<file path="src/rtl/univ_shift_reg.sv">
// Universal WIDTH-bit shift register: hold, shift right/left, parallel load, with shift counter
// and word-complete pulse. Define UNIV_SHIFT_REG_ROTATE_EN to add the rot input (rotate modes).
module univ_shift_reg #(
  parameter int unsigned      WIDTH     = 8,
  parameter logic [WIDTH-1:0] RESET_VAL = '0
) (
  input  logic                   clk,
  input  logic                   clr,
  input  logic                   en,
  input  logic [1:0]             mode,
  input  logic [WIDTH-1:0]       d,
  input  logic                   sin_r,
  input  logic                   sin_l,
`ifdef UNIV_SHIFT_REG_ROTATE_EN
  input  logic                   rot,
`endif
  output logic [WIDTH-1:0]       q,
  output logic                   sout_r,
  output logic                   sout_l,
  output logic [$clog2(WIDTH):0] cnt,
  output logic                   word_done
);

  localparam int unsigned CW = $clog2(WIDTH) + 1;
  localparam logic [CW-1:0] CntMax = CW'(WIDTH - 1);

  localparam logic [1:0] ModeHold = 2'b00;
  localparam logic [1:0] ModeShr  = 2'b01;
  localparam logic [1:0] ModeShl  = 2'b10;
  localparam logic [1:0] ModeLoad = 2'b11;

  logic [WIDTH-1:0] data_q, data_d;
  logic [CW-1:0]    cnt_q, cnt_d;
  logic             done_q, done_d;
  logic             fill_r, fill_l;
  logic             shifting;

  // In rotate mode the bit leaving one end re-enters at the other.
`ifdef UNIV_SHIFT_REG_ROTATE_EN
  assign fill_r = rot ? data_q[0]       : sin_r;
  assign fill_l = rot ? data_q[WIDTH-1] : sin_l;
`else
  assign fill_r = sin_r;
  assign fill_l = sin_l;
`endif

  always_comb begin
    data_d   = data_q;
    cnt_d    = cnt_q;
    done_d   = 1'b0;
    shifting = 1'b0;
    if (en) begin
      case (mode)
        ModeHold: ;
        ModeShr: begin
          data_d   = {fill_r, data_q[WIDTH-1:1]};
          shifting = 1'b1;
        end
        ModeShl: begin
          data_d   = {data_q[WIDTH-2:0], fill_l};
          shifting = 1'b1;
        end
        ModeLoad: begin
          data_d = d;
          cnt_d  = '0;
        end
        default: ;
      endcase
    end
    // Both directions advance the same word counter.
    if (shifting) begin
      if (cnt_q == CntMax) begin
        cnt_d  = '0;
        done_d = 1'b1;
      end else begin
        cnt_d = cnt_q + CW'(1);
      end
    end
  end

  always_ff @(posedge clk or posedge clr) begin
    if (clr) begin
      data_q <= RESET_VAL;
      cnt_q  <= '0;
      done_q <= 1'b0;
    end else begin
      data_q <= data_d;
      cnt_q  <= cnt_d;
      done_q <= done_d;
    end
  end

  assign q         = data_q;
  assign cnt       = cnt_q;
  assign word_done = done_q;
  assign sout_r    = data_q[0];
  assign sout_l    = data_q[WIDTH-1];

endmodule
</file>
<file path="config.mk">
export PLATFORM = sky130hd
export DESIGN_NAME = univ_shift_reg
export DESIGN_NICKNAME = d
export VERILOG_FILES = /design/src/rtl/univ_shift_reg.sv
export SDC_FILE = /design/constraint.sdc
export NUM_CORES = 1
export LEC_CHECK = 0
export CAP_MARGIN = 0
export CORE_ASPECT_RATIO = 1.1
export CORE_MARGIN = 2
export CORE_UTILIZATION = 38
export DETAILED_ROUTE_END_ITERATION = 10
export PLACE_DENSITY_LB_ADDON = 0.3
export SYNTH_ARGS = -nofsm -noshare
export SYNTH_HDL_FRONTEND = slang
export SYNTH_SLANG_ARGS = --single-unit
</file>
<file path="constraint.sdc">
create_clock -name clk -period 1.2 [get_ports clk]
set_clock_uncertainty 0.1 [all_clocks]
set_input_delay 0.24 -clock clk [delete_from_list [all_inputs] [get_ports clk]]
set_output_delay 0.24 -clock clk [all_outputs]
set_load 0.05 [all_outputs]
</file>
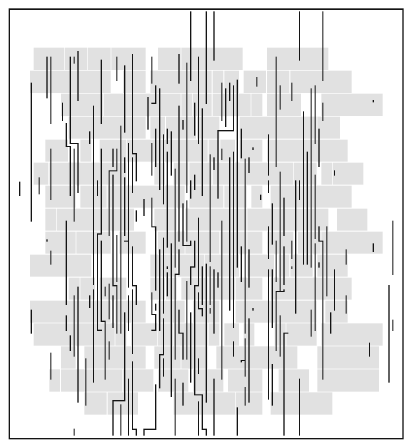
layer_met2.png
main direction: vertical
longest straight run: 24.5 um
nets with wire on the layer: 127
share of all routed wire: 51%
wire length on this layer: 1250 um
met2 Usage GRT: 30.3%
WL final: 2.47 mm
Via Count: 774

==> flow_summary_export.csv <==
group,metric,value,unit
synth,common_cells,"dfrtp_1 (13), nand2_1 (12), a22o_1 (9)",
synth,synthArstFlopShare,100,%
detailed_routing,drc_errors,0,
placed_design,gp_congestion,0.802,
synth,ys_seq_share,43.3,%
final_timing,setup_violations,17,
final_timing,maxSlewViolCount,0,
final_timing,setup_ws,-97.3,ps
detailed_routing,viasPerCell,5.19,
cts,clk_pin_slew,90,ps
placed_design,placed_cell_area,1230,um^2
critical_path,crit_chain,"buf_6 > buf_12",
synth,synth_top_cell_by_count,"dfrtp_1",
layout,nets,142,
detailed_routing,dr_wl_met2,1.25,mm
synth,largest_area_cell,"dfrtp_1",
placed_design,io_buffers,29,
synth,synthCells,76,
floorplan,io_pins,30,
critical_path,critPathArrivalTime,960,ps
global_route,use_met1,28.7,%
critical_path,crit_slowest_cell,"dfrtp_2",
global_route,grt_pass1_wl,3.44,mm
worst_hold_path,hold_path.class,"in2async",
global_route,grt-busiest-layer,"met2",
layout,fin_util,79.9,%
critical_path,r2r_end,"cnt[2]$_DFFE_PP0P_",
detailed_routing,drt_pass1_iterations,4,
final_timing,worst_pin_slew,317,ps
run,warning_count,31,
power_and_ir_drop,ir_drop,1.95,mV
placed_design,place_inst,130,
layout,antenna_cells,0,
critical_path,worst_ep_required_time,860,ps
placed_design,dp_hpwl,1.36,mm
global_route,antenna_found_initial,0,
critical_path,regToRegStartpoint,"cnt[0]$_DFFE_PP0P_",
critical_path,path_class,"reg2out",
cts,cts_made_buffers,3,
detailed_routing,wire_per_inst,16.5,um
critical_path,crit_family,"flip-flops",
floorplan,placementRows,16,
synth,synth-edff-count,0,
run_status,status,"complete, but fails checks",
synth,ys_cells,76,
final_timing,timing.fmax,0.771,GHz
synth,syn_nets,95,
critical_path,worst_setup_path_start_kind,"register",
power_and_ir_drop,report.power.total,2820,uW
global_route,grt_pass1_vias,762,
global_route,grt-ovfl-total,0,
synth,syn-cell-area,752,um^2
cts,htree_levels,1,
final_timing,finalCriticalPeriod,1300,ps
synth,synth_top_flop_cell,"dfrtp_1",
power_and_ir_drop,power.leakage,0.000621,uW
floorplan,die_h,50.7,um
cts,cts_root_buffer,"clkbuf_4",
run_status,violations,"negative setup slack",
cts,hold_buffers,0,
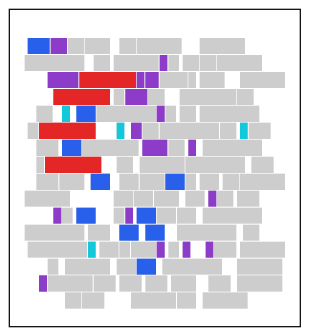
logic_types.png
[purple] nand cells | cells: 17
[red] fa/ha/maj cells | cells: 4
[cyan] inv cells | cells: 4
[blue] non-inverting ao/oa cells | cells: 10
Top cell excl fill/tap: buf_12
Cell Count, Final, Fillers Out: 149
logic share of the area: 30.7%

## worst max path at each step
stage                                  start            endpoint  slack (ps)
after CTS                 cnt[1]$_DFFE_PP0P_              cnt[1]        -100
final                     cnt[1]$_DFFE_PP0P_              cnt[1]        -100
after global placement               mode[0]    q[2]$_DFFE_PP0P_        -590
after detailed placement             mode[0]    q[2]$_DFFE_PP0P_        -610
after global routing      cnt[1]$_DFFE_PP0P_  cnt[0]$_DFFE_PP0P_        -170
after floorplan           cnt[0]$_DFFE_PP0P_  cnt[2]$_DFFE_PP0P_         -50
## worst register-to-register path: stages (launching register included)
cell and delay [ps]:
dfrtp_2 420, buf_4 150, ha_4 170, nand3b_1 90, o21ai_1 90, a22o_1 190
## what timing repair did
| item | 4_1_cts | 5_1_grt |
|---|---|---|
| pin swaps | 1 | 4 |
| setup endpoints to repair | 27 | 26 |
| resized | 15 | 13 |
| buffers inserted | 14 | 1 |
## stage by stage
stage                     TNS (ps)  hold slack (ps)
final                         -746              139
after global routing         -1370              149
after CTS                     -556              154
after floorplan               -109             16.3
after global placement       -6960              451
after detailed placement     -7370              452
## cell families after synthesis
group | synth area share [%]
simple gates | 14.3
compound gates | 27.3
buf+inv | 8.48
fa+ha+maj | 6.66
flops | 43.3
## cell type report
cell class	instances	area [um^2]
fillers	107	365
repair buffers	47	596
well taps	27	33.8
inverters	4	15.0
flip-flops and latches	13	339
multi-input cells	54	447
clock buffers	4	26.3
## sequential cells by signal (all words and copies together) (netlist names)
signal     count
cnt            4
q              8
word_done      1
## where the power goes
group | leakage (uW) | switching [uW] | internal (uW) | total (uW)
clock network | 0.0000150 | 156 | 129 | 285
registers | 0.000151 | 135 | 570 | 705
logic | 0.000454 | 883 | 952 | 1830
Power and IR drop assume default switching activity.
